**Clock wiring as the flow saved it**

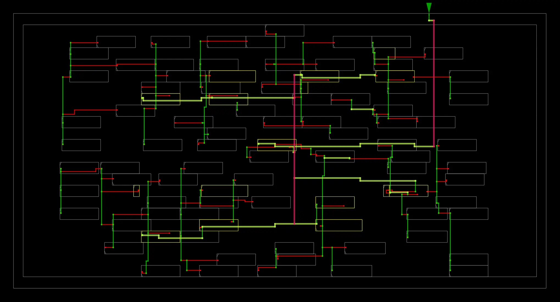
**Where the registers sit**

Other sequential cells in the stronger gray, the rest of the logic in the fainter gray.
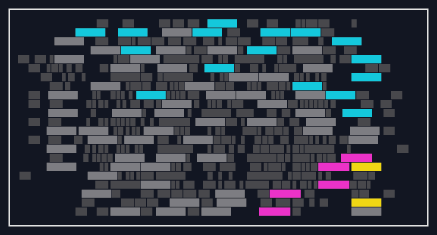
**Floorplan with the power grid**

Pins as bars on the die edge.
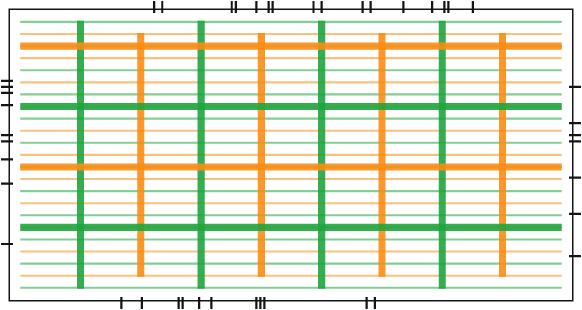
==> config.mk <==
export PLATFORM = sky130hd
export DESIGN_NAME = i2s_master_tx
export DESIGN_NICKNAME = d
export VERILOG_FILES = /design/src/rtl/i2s_master_tx.sv
export SDC_FILE = /design/constraint.sdc
export NUM_CORES = 1
export LEC_CHECK = 0
export CORE_ASPECT_RATIO = 0.5
export CORE_MARGIN = 2
export CORE_UTILIZATION = 49
export DETAILED_ROUTE_END_ITERATION = 16
export PLACE_DENSITY = 0.74
export SLEW_MARGIN = 10
export SYNTH_ARGS = -nofsm -noshare
export SYNTH_HDL_FRONTEND = slang
export SYNTH_SLANG_ARGS = --single-unit
==> constraint.sdc <==
create_clock -name clk_clk -period 3.9 [get_ports clk_clk]
set_clock_uncertainty 0.2 [all_clocks]
set_input_delay 0.975 -clock clk_clk [delete_from_list [all_inputs] [get_ports clk_clk]]
set_output_delay 0.975 -clock clk_clk [all_outputs]
set_load 0.005 [all_outputs]
==> run summary <==
fresh numbers from the pnr run: Clock power frac 45.2%, total number of vias 2,807, Clock Buffer Count 12, Commonest flop dfrtp_1, Final min period 3400 ps, CP Launch Type register, stages on the worst setup path 11, GRT Resource Usage Total 21.98%, cycle use final 87.17%, synth top area cells dfrtp_1 49%, mux2_2 9.8%, nand2_1 9.0%, nand3_1 4.4%, dfstp_2 3.6%, most numerous cell in the Yosys netlist nand2_1, switching power 0.0004564 W, First-pass DRT Iterations 4, Top class by area sequential cells, Slew HR 45.44%, design area 4522 um2, syn avg cell area 10.30 um2, H-tree depth 3, Routed Antenna Nets 0, Adder Area Share 1.702%, largest net degree at the start of global routing 38, Multiplexer share 12.80%, post-CTS setup buffer count 0, Worst Hold Path Cells 1, Flop Count 77, Non-clk bufs 52, XOR/XNOR Area Share 0.7148%, # DRC 0, met2 WL 3904 um, Gate power share 9.8%, FP Rows 22, Post-synth seq share 52.59%, clock root cell clkbuf_16, tool warning count 28, yosys cell count 357, most used cell along the critical path ha_1, GRT overflow 0, first-pass GRT wire length 14,090 um, worst setup margin 500.3 ps, Registers, synthesis 77, grt met2 use 35.96%, Area leader share 49.01%, Routed met3 length 605 um, P_comb 0.000207 W, top cells by count, synth 88 x nand2_1, 72 x dfrtp_1, 32 x mux2_2, 32 x nand3_1, 14 x nor2_1, busiest grt layer met2, share of cells above drive strength 1 17.87%, Cell Pwr Density 467.1 nW/um2, highest-count logic cell in the final layout nand2_1, Post-synth EDFFs 0, die area 8253 um2, Post-Place Worst Slack 535.3 ps, Worst Path Max Fanout 34, Hold Slack 245.1 ps, post-place instance area 4180 um2, logic share of the area 35.00%, critical path data arrival time 3410 ps, max-slew violation count 0, commonest non-fill, non-tap cells in the layout 88 x nand2_1, 72 x dfrtp_1, 41 x clkdlybuf4s50_1, 32 x nand3_1, 32 x mux2_2, Cell Area, Synth 3676 um2, WP data required 3910 ps, Largest logic family simple AND/OR/NAND/NOR gates, Layout Cells excl Fill 499, Top Family by Delay on Critical Path simple AND/OR/NAND/NOR gates, diodes inserted 0, Tap Count 96, total power draw 0.002112 W, AO/OA Area Share 9.190%, leakage power 2.138 nW, CTS Hold Bufs 0, FMAX 294.1 MHz, CP Capture Type register, highest-delay cell along the critical path dfstp_2, CP Class reg -> reg, routing usage on met3 6.759%, FILL cells 590, Yosys Chip Area 3676 um2, post-layout util 61.99%, clock network area share 7.554%, R2R depth 11, final setup violation count 0, drt wl/cell 16.66 um, WL final 8315 um, cell taking the most area after synthesis dfrtp_1, Total Nets Final 440, status finished, final reports clean, clk slew on worst S/H paths 60 ps, Pint 0.001656 W, clk buf depth 2, Hold Path Class reg -> reg, post-synthesis cell count 357, area delta synth->final 23.01%, 1st-iter DRT viols 184, Mapped Nets 399, setup slack, reg-to-reg 500 ps, CP Buf/Inv Count 1, Switching Share 21.61%, Clock Sinks 77, Critical Path Max Stage Delay 600 ps, leading power group the clock network, CTS tree built, Final Hold Fails 0, vias in the first global route 2,879, Synthesis Warnings 0, met1 Track Usage GR 28.37%, Setup TNS 0 ps, Ports 43, Inverters, non-clock 11, Synth async-reset ratio 100.0%, crit-path cells ha_1, and3_1, ha_1, nand3b_2, or3_1, buf_4, mux4_1, a31oi_1, o21ai_1, and4b_1, a211oi_2, Max Cap Violations 0, hpwl dp 5797 um, dpl cells 483, initial antenna violation count 0, sequential power share 45.0%, Basic Gates by Area 18.45%, comb_multi_in 247, vias per inst 5.625, NonClk Buf Share 11.12%, Top Metal Used met4, Post-CTS Resized 0, Synth cell types 54, metal1 wirelength 3680 um, Worst-Margin Slew 818.3 ps, fp util 50.39%, gp weighted congestion 0.9459, Comb gate area 1583 um2, IO buf count 42
Notes on 'clock wiring as the flow saved it' above:
clock-net power: 0.000955 W
Late-Pin Clk Latency: 330 ps
Num CTS Buffers: 9

Notes on 'where the registers sit' above:
Magenta stands for bit_idx, sequential cells 5, where bottom right. Yellow stands for div_cnt, sequential cells 2. Cyan stands for right_buf, sequential cells 16.
Another 54 sequential cells are not colored.
seq pwr: 0.000950 W
sequential share of cell area: 42.75%
Register Area: 1933 um2

Notes on 'floorplan with the power grid' above:
Green stands for VSS. Orange stands for VDD.
The core has 22 rows. 23 met1 rails follow the rows. 4 straps on met5. 8 straps on met4.
core footprint: 7295 um2
Max IR drop VDD: 213.7 uV
Die Ht: 65.25 um
Die X: 126.5 um

Power is estimated from default activity; no workload was simulated.
